===== src/rtl/fifo_pkg.sv =====
`default_nettype none
// +----------------------------------------------------------------------+
// | fifo_pkg : shared FSM encoding and default sizing for the packer     |
// | Rev 1.0                                                              |
// +----------------------------------------------------------------------+
package fifo_pkg;

  typedef enum logic [1:0] {
    ST_IDLE = 2'd0,
    ST_FILL = 2'd1,
    ST_XFER = 2'd2
  } state_t;

  localparam int c_PACK_NUM_DEFAULT = 4;
  localparam int c_TIMEOUT_DEFAULT  = 16;

endpackage
`default_nettype wire


===== src/rtl/pack_timer.sv =====
`default_nettype none
// +----------------------------------------------------------------------+
// | pack_timer : idle-cycle counter with terminal-count compare          |
// | Rev 1.0                                                              |
// +----------------------------------------------------------------------+
module pack_timer #(
  parameter int TIMEOUT = 16
) (
  input  logic clk,
  input  logic rst,
  input  logic clr,
  input  logic inc,
  output logic expired
);

  logic [7:0] r_count;

  always_ff @(posedge clk) begin
    if (rst || clr) begin
      r_count <= 8'd0;
    end else if (inc) begin
      r_count <= r_count + 8'd1;
    end
  end

  assign expired = (r_count == 8'(TIMEOUT - 1));

endmodule
`default_nettype wire


===== src/rtl/fifo_byte_packer.sv =====
`default_nettype none
// +----------------------------------------------------------------------+
// | fifo_byte_packer : packs PACK_NUM FIFO entries into one output word, |
// | flushing a partial word after TIMEOUT idle cycles. Rev 1.0           |
// +----------------------------------------------------------------------+
module fifo_byte_packer #(
  parameter int DATA_WIDTH = 8,
  parameter int PACK_NUM   = fifo_pkg::c_PACK_NUM_DEFAULT,
  parameter int TIMEOUT    = fifo_pkg::c_TIMEOUT_DEFAULT
) (
  input  logic                           rd_clk,
  input  logic                           rd_rst,
  input  logic                           rd_valid,
  input  logic [DATA_WIDTH-1:0]          rd_data,
  output logic                           rd_ready,
  output logic                           out_valid,
  input  logic                           out_ready,
  output logic [DATA_WIDTH*PACK_NUM-1:0] out_data,
  output logic [3:0]                     out_bytes
);
  import fifo_pkg::*;

  localparam int c_ACC_W = DATA_WIDTH * PACK_NUM;

  state_t             r_state;
  state_t             w_next;
  logic [c_ACC_W-1:0] r_acc;
  logic [3:0]         r_cnt;
  logic               r_out_valid;
  logic [c_ACC_W-1:0] r_out_data;
  logic [3:0]         r_out_bytes;

  logic w_accept;
  logic w_full;
  logic w_expired;
  logic w_timeout;
  logic w_load;
  logic w_tmr_clr;
  logic w_tmr_inc;

  assign rd_ready  = !rd_rst && (r_state != ST_XFER);
  assign w_accept  = rd_valid && rd_ready;
  assign w_full    = w_accept && (r_cnt == 4'(PACK_NUM - 1));
  // An entry arriving in the expiry cycle takes priority over the flush.
  assign w_timeout = (r_state == ST_FILL) && w_expired && !w_accept;
  assign w_load    = (r_state == ST_XFER) && (!r_out_valid || out_ready);

  assign w_tmr_clr = w_accept || (r_state != ST_FILL);
  assign w_tmr_inc = (r_state == ST_FILL) && !w_accept;

  pack_timer #(
    .TIMEOUT (TIMEOUT)
  ) u_timer (
    .clk     (rd_clk),
    .rst     (rd_rst),
    .clr     (w_tmr_clr),
    .inc     (w_tmr_inc),
    .expired (w_expired)
  );

  always_ff @(posedge rd_clk) begin
    if (rd_rst) begin
      r_state <= ST_IDLE;
    end else begin
      r_state <= w_next;
    end
  end

  always_comb begin
    w_next = r_state;
    case (r_state)
      ST_IDLE: if (w_accept) w_next = ST_FILL;
      ST_FILL: if (w_full || w_timeout) w_next = ST_XFER;
      ST_XFER: if (w_load) w_next = ST_IDLE;
      default: w_next = ST_IDLE;
    endcase
  end

  always_ff @(posedge rd_clk) begin
    if (rd_rst) begin
      r_acc       <= '0;
      r_cnt       <= 4'd0;
      r_out_valid <= 1'b0;
      r_out_data  <= '0;
      r_out_bytes <= 4'd0;
    end else if (w_load) begin
      r_out_data  <= r_acc;
      r_out_bytes <= r_cnt;
      r_out_valid <= 1'b1;
      r_acc       <= '0;
      r_cnt       <= 4'd0;
    end else begin
      if (r_out_valid && out_ready) begin
        r_out_valid <= 1'b0;
      end
      if (w_accept) begin
        r_cnt <= r_cnt + 4'd1;
        for (int i = 0; i < PACK_NUM; i++) begin
          if (r_cnt == 4'(i)) begin
            r_acc[i*DATA_WIDTH +: DATA_WIDTH] <= rd_data;
          end
        end
      end
    end
  end

  assign out_valid = r_out_valid;
  assign out_data  = r_out_data;
  assign out_bytes = r_out_bytes;

endmodule
`default_nettype wire


===== config.mk =====
export PLATFORM = sky130hd
export DESIGN_NAME = fifo_byte_packer
export DESIGN_NICKNAME = d
export VERILOG_FILES = /design/src/rtl/fifo_pkg.sv /design/src/rtl/pack_timer.sv /design/src/rtl/fifo_byte_packer.sv
export SDC_FILE = /design/constraint.sdc
export NUM_CORES = 1
export LEC_CHECK = 0
export ABC_CLOCK_PERIOD_IN_PS = 3200
export CAP_MARGIN = 20
export CORE_ASPECT_RATIO = 1.25
export CORE_MARGIN = 3
export CORE_UTILIZATION = 58
export CTS_CLUSTER_SIZE = 28
export DETAILED_ROUTE_END_ITERATION = 16
export PLACE_DENSITY = 0.84
export SYNTH_ARGS = -nofsm -noshare
export SYNTH_HDL_FRONTEND = slang
export SYNTH_HIERARCHICAL = 1
export SYNTH_SLANG_ARGS = --single-unit
export TNS_END_PERCENT = 100

===== constraint.sdc =====
create_clock -name rd_clk -period 3.2 [get_ports rd_clk]
set_input_delay 0.64 -clock rd_clk [delete_from_list [all_inputs] [get_ports rd_clk]]
set_output_delay 0.64 -clock rd_clk [all_outputs]
set_load 0.01 [all_outputs]

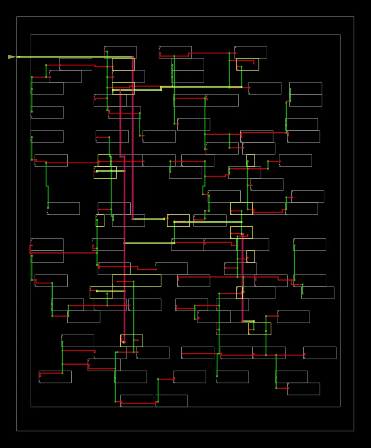
*Clock wiring as the flow saved it, run 1*
Clock Skew: 0.0113 ns
clock sink count: 83
number of CTS-inserted buffers: 9

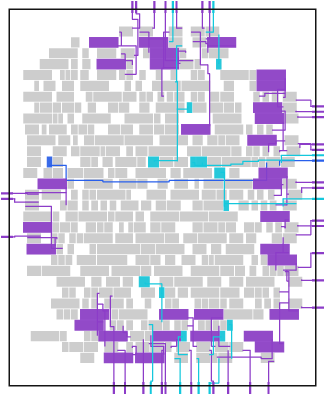
*Nets reached from selected ports, run 1*
(4 px per µm)
- out_data: purple (bits 32; direction output; end cells 32; buffers 32; wire 611 µm)
- rd_ready: blue (bits 1; direction output; end cells 1; buffers 1; wire 72.8 µm)
- rd_data: cyan (bits 8; direction input; end cells 12; buffers 8; wire 215 µm)
I/O pin count: 50
tally of buffers added on design ports: 49

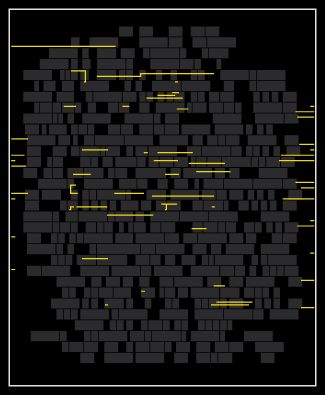
*M3 wires, run 1*
(4 px per µm) Cells faint in the background.
- nets with wire on the layer: 40
- wire length on this layer: 285 µm
- longest straight run: 25.8 µm
via total after detailed routing: 2934
met3 Resource Use GR: 0.0441
final wirelength: 7800 µm

==> notes.md, run 1 <==
On the backend side, the flow ran end to end.

The run finished with clean final reports. The count of buffering cells on the critical path with inverters included stands at 2. The flop share of the area stands at 0.393. Looking at the global route congestion table, the highest-usage layer is met2. In the final report, the number of hold violations comes to 0. The all-layer global routing usage stands at 0.228.

The total DRC errors in the routed layout stands at 0. Post-synth the commonest register cell is dfxtp_1. The startpoint identified for the worst register-to-register timing path is r_state[1]$_SDFFE_PP0P_. The via count of the first global-routing pass is 2709. The setup TNS stands at 0 ns. The critical path is of the input pin to output port type. Of the total standard cell area in the layout, the multi-input combinational portion is 0.392.

The number of unique standard cell types used by synthesis stands at 39. The number of antenna diodes in the final layout is 0. Grouping stages by cell kind, the critical path spends the most delay in buffers and inverters. The initial antenna violation count stands at 0. The detailed placement HPWL stands at 5130 µm. The area taken by flip-flops and latches stands at 1660 µm².

The total number of tap cells stands at 82. Of the cells placed in the final design, the portion with a size suffix greater than 1 is 0.0962. Per the layout report, the design carries 470 filler cells. The mux contribution to synthesized area stands at 0.0924. The number of sequential cells reported for the layout is 83. The power in sequential cells stands at 1.07 mW. The routed length on met2 stands at 3820 µm. Each instance of the synthesized netlist takes up on average 9.38 µm². The insertion delay at the late pin of the worst-skew pair stands at 0.35 ns. At the pin with the least slew margin, the transition time is 0.758 ns. The count of nets left with antenna violations after detail routing stands at 0. The largest individual stage delay along the critical path comes from the cell clkdlybuf4s50_1. The clock transition at the register clock pins on the worst setup and hold paths after CTS stands at 0.08 ns.

The period utilization stands at 0.791. For this run, the chip area from Yosys synthesis comes to 3570 µm². The mapped netlist covers 3570 µm². STA classifies the critical path startpoint as an input pin.

After synthesis, the share of flip-flops with an asynchronous set or reset is 0. The register-to-register path setup slack stands at 1.11 ns. The number of resized instances in the post-cts repair step stands at 0.

The number of gates on the worst path with buffers counted stands at 3.
==> run 2: changes to the inputs <==
- ABC_CLOCK_PERIOD_IN_PS: 3200 -> 2600
- CORE_UTILIZATION: 58 -> 54
- PLACE_DENSITY: 0.84 -> 0.79
- clock period: 3.2 -> 2.6 ns (I/O delays scaled with it)
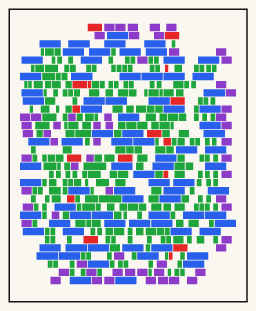
*Cell classes on the final placement, run 2*
(3 px per µm)
- other buffers and delay cells: purple (cells 61)
- flip-flops: blue (cells 83)
- clock drivers and dummy loads: red (cells 16)
- all other logic: green (cells 258)

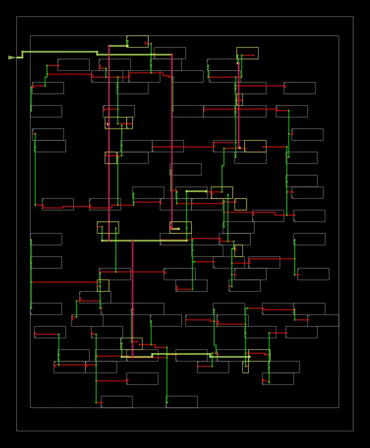
*Clock wiring as the flow saved it, run 2*
clock group power: 0.802 mW
Clock Skew: 0.00746 ns
clock insertion delay at the later pin of the skew report: 0.36 ns

==> notes.md, run 2 <==
On the backend side, the flow ran end to end.

Run status: completed (unchanged). The area taken by flip-flops and latches stands at 1660 µm² (unchanged). The startpoint-to-endpoint class of the critical path was input pin to output port (unchanged). The register-to-register path setup slack stands at 0.65 ns (was 1.11 ns).

The number of unique standard cell types used by synthesis stands at 39 (unchanged). The initial antenna violation count stands at 0 (unchanged). The total number of tap cells was 85 (was 82). The mux contribution to synthesized area stands at 0.0924 (unchanged). The category of cells accounting for the largest share of critical-path delay was buffers and inverters (unchanged). The startpoint of the worst register-to-register path was r_state[1]$_SDFFE_PP0P_ (unchanged). The number of inserted diodes stands at 0 (unchanged). The kind of start point of the critical path is an input pin (unchanged). The mean area per synthesized cell came to 9.38 µm² (unchanged). The clock transition at the register clock pins on the worst setup and hold paths after CTS is 0.08 ns (about the same). The number of sequential cells in the layout stands at 83 (unchanged). The setup TNS stands at 0 ns (unchanged). The period utilization stands at 0.883. The clock buffer count from CTS came to 9 (unchanged). The measured slew at the worst slew-check pin stands at 0.632 ns (was 0.758 ns). The number of clock sinks seen by CTS stands at 83 (unchanged). The chip area line of the yosys report stands at 3570 µm² (unchanged). The fraction of met3 tracks used by global routing stands at 0.0484 (was 0.0441). The main flop type was dfxtp_1 (unchanged). The total wire length after detailed routing came to 7920 µm (was 7800 µm). The via count is 2927 (was 2934). The slowest cell on the critical path is clkdlybuf4s50_1 (unchanged).

The fraction of final layout cells with drive strength greater than 1 was 0.0957 (was 0.0962). The top-level port count stands at 50 (unchanged). The routed length on met2 came to 3920 µm (was 3820 µm). The number of fill cells came to 529 (was 470). The area of the mapped netlist was 3570 µm² (unchanged). The count of nets left with antenna violations after detail routing stands at 0 (unchanged). The number of gates on the worst path with buffers counted was 3 (unchanged).

The logic gate fraction of the total cell area came to 0.393 (was 0.392). The final hold violation count was 0 (unchanged). The all-layer global routing usage stands at 0.224 (was 0.228). The detailed placement HPWL is 5280 µm (was 5130 µm).
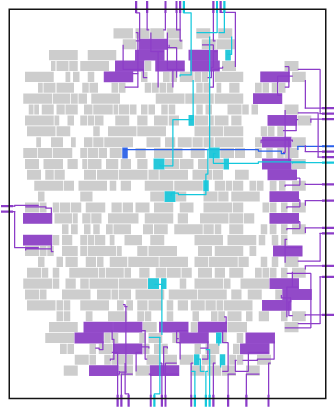
*Nets reached from selected ports, run 2*
(4 px per µm)
- rd_data: cyan (bits 8; direction input; end cells 12; buffers 8; wire 228 µm)
- out_data: purple (bits 32; direction output; end cells 32; buffers 32; wire 664 µm)
- rd_ready: blue (bits 1; direction output; end cells 1; buffers 1; wire 48.7 µm)

Power and IR drop assume default switching activity.
